`src/rtl/jk_pkg.sv`:
```
// Shared definitions for the JK-cell counter: J/K command encodings and default width.
`timescale 1ns/10ps
package jk_pkg;

  localparam int DEFAULT_WIDTH = 4;

  // {J,K} command encodings applied to one JK cell
  localparam logic [1:0] JK_HOLD = 2'b00;
  localparam logic [1:0] JK_CLR  = 2'b01;
  localparam logic [1:0] JK_SET  = 2'b10;
  localparam logic [1:0] JK_TGL  = 2'b11;

endpackage

```
`src/rtl/jk_cell.sv`:
```
// Single JK flip-flop with asynchronous active-high reset and complement output.
`timescale 1ns/10ps
module jk_cell
  import jk_pkg::*;
(
  input  logic reset,
  output logic q,
  output logic qb,
  input  logic j,
  input  logic k,
  input  logic clk
);

  logic q_q;
  logic q_d;

  // JK characteristic equation: hold, clear, set or toggle
  always_comb begin
    q_d = q_q;
    case ({j, k})
      JK_HOLD: q_d = q_q;
      JK_CLR:  q_d = 1'b0;
      JK_SET:  q_d = 1'b1;
      JK_TGL:  q_d = ~q_q;
      default: q_d = q_q;
    endcase
  end

  // State register; reset clears the cell immediately
  always_ff @(posedge clk or posedge reset) begin
    if (reset) begin
      q_q <= 1'b0;
    end else begin
      q_q <= q_d;
    end
  end

  assign q  = q_q;
  assign qb = ~q_q;

endmodule

```
`src/rtl/jk_sync_counter.sv`:
```
// Synchronous up/down modulo-(MAX+1) counter built from JK cells with
// parallel load. Only the J/K steering, load clamp and tc live here;
// all state is held in the jk_cell instances.
`timescale 1ns/10ps
module jk_sync_counter
  import jk_pkg::*;
#(
  parameter int               WIDTH = DEFAULT_WIDTH,
  parameter logic [WIDTH-1:0] MAX   = 4'd9
) (
  input  logic             clk,
  input  logic             reset,
  input  logic             en,
  input  logic             up,
  input  logic             load,
  input  logic [WIDTH-1:0] d,
  output logic [WIDTH-1:0] q,
  output logic [WIDTH-1:0] qb,
  output logic             tc
);

  logic [WIDTH-1:0] j_d;
  logic [WIDTH-1:0] k_d;
  logic [WIDTH-1:0] load_val;
  logic             q_at_max;
  logic             q_at_zero;
  logic             q_over_max;

  // Load values above the terminal value saturate at MAX
  assign load_val   = (d > MAX) ? MAX : d;
  assign q_at_max   = (q == MAX);
  assign q_at_zero  = (q == '0);
  assign q_over_max = (q > MAX);

  // Per-cell J/K steering: load beats count beats hold. Counting uses
  // ripple toggle terms; wrap and out-of-range recovery force all cells
  // to a fixed pattern (0 going up, MAX going down).
  always_comb begin
    logic       carry;
    logic       borrow;
    logic [1:0] cmd;
    j_d    = '0;
    k_d    = '0;
    carry  = 1'b1;
    borrow = 1'b1;
    cmd    = JK_HOLD;
    for (int i = 0; i < WIDTH; i++) begin
      cmd = JK_HOLD;
      if (load) begin
        cmd = load_val[i] ? JK_SET : JK_CLR;
      end else if (en) begin
        if (up) begin
          if (q_at_max || q_over_max) begin
            cmd = JK_CLR;
          end else begin
            cmd = carry ? JK_TGL : JK_HOLD;
          end
        end else begin
          if (q_at_zero || q_over_max) begin
            cmd = MAX[i] ? JK_SET : JK_CLR;
          end else begin
            cmd = borrow ? JK_TGL : JK_HOLD;
          end
        end
      end
      j_d[i] = cmd[1];
      k_d[i] = cmd[0];
      carry  = carry & q[i];
      borrow = borrow & ~q[i];
    end
  end

  // Terminal count is purely combinational, gated off by load
  assign tc = en & ~load & ((up & q_at_max) | (~up & q_at_zero));

  generate
    for (genvar g = 0; g < WIDTH; g++) begin : g_cell
      jk_cell u_cell (
        .reset (reset),
        .q     (q[g]),
        .qb    (qb[g]),
        .j     (j_d[g]),
        .k     (k_d[g]),
        .clk   (clk)
      );
    end
  endgenerate

endmodule

```
`config.mk`:
```
export PLATFORM = sky130hd
export DESIGN_NAME = jk_sync_counter
export DESIGN_NICKNAME = d
export VERILOG_FILES = /design/src/rtl/jk_pkg.sv /design/src/rtl/jk_cell.sv /design/src/rtl/jk_sync_counter.sv
export SDC_FILE = /design/constraint.sdc
export NUM_CORES = 1
export LEC_CHECK = 0
export CORE_MARGIN = 2
export CORE_UTILIZATION = 30
export CTS_CLUSTER_DIAMETER = 80
export CTS_CLUSTER_SIZE = 12
export DETAILED_ROUTE_END_ITERATION = 12
export PLACE_DENSITY = 0.68
export SYNTH_ARGS = -nofsm -noshare
export SYNTH_HDL_FRONTEND = slang
export SYNTH_SLANG_ARGS = --single-unit
```
`constraint.sdc`:
```
create_clock -name clk -period 1.2 [get_ports clk]
set_input_delay 0.24 -clock clk [delete_from_list [all_inputs] [get_ports clk]]
set_output_delay 0.24 -clock clk [all_outputs]
set_load 0.005 [all_outputs]
```
==> reports/qor.txt <==
Status -> finished, violations left
Failing checks -> negative setup slack
Power per cell area -> 936 nW/µm²
Complex Gates by Area -> 30.4%
Mapped cell area -> 478 µm²
Initial detailed-routing violation count -> 10
Number of flip-flops in the largest register -> 4
Skew final -> 0.00160 ns
Tool warnings -> 29
# setup viols final -> 8
Top cell excl fill/tap -> buf_6
Nets -> 104
Switch share -> 34.8%
Most crowded layer after global routing -> met2
Via/cell ratio -> 5.38
Fp_density -> 31.7%
Die H -> 43.9 µm
Ant diodes -> 0
Cell chain of the critical path -> buf_6, or3_1, a31o_1, o221ai_2, o2bb2ai_1
Htree depth -> 1
DR WL/cell -> 13.5 µm
Final Hold Viols -> 0
Final worst slack -> -0.161 ns
Maximum clock insertion buffer count -> 2
Crit-path max cell delay -> 0.39 ns
Worst setup path start -> g_cell[0].u_cell.q
Core area -> 1510 µm²
Rows -> 14
## stage by stage
| stage | area (µm²) | TNS, ns | utilization, % |
|---|---|---|---|
| after CTS | 875 | -0.603 | 58.1 |
| after global placement | 656 | -2.52 | 43.5 |
| after global routing | 870 | -1.19 | 57.7 |
| after floorplan | 478 | -0.00204 | - |
| final | 870 | -0.710 | 57.7 |
| after detailed placement | 656 | -2.57 | 43.5 |
## cells by family (layout without fill, tap and decap cells)
family	after synthesis	count (layout)
compound gates	21	21
simple gates	17	17
buf+inv	20	50
flops	4	4
xor+xnor	1	1
## layout make-up
class,instances,area [µm²],share of cell area (%)
sequential,4,100,11.5
timing repair buffer,39,365,42.0
multi-input combinational,39,317,36.4
inverter,8,45.0,5.18
clock buffer,3,22.5,2.59
tap,16,20.0,2.30
### Wires at chosen ports, followed through buffers

(8 px per µm)
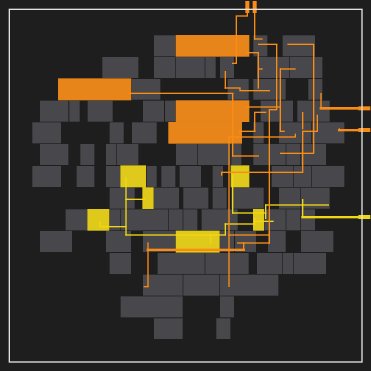
en: drawn in yellow, bits 1, direction input, edge right, end cells 6, buffers 2, wire 62.6 µm. q: drawn in orange, bits 4, direction output, edge 2 right, 2 top, end cells 4, buffers 9, wire 206 µm.
I/O pin count: 18
port bufs: 17

### Metal layers overlaid

(12 px per µm) Only two layers are drawn.
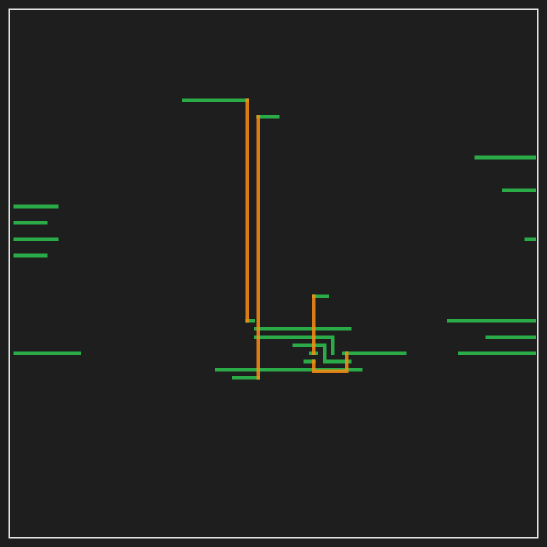
metal 4: drawn in orange, wire length 50.0 µm. metal 3: drawn in green, wire length 92.4 µm.

Power is estimated from default activity; no workload was simulated.
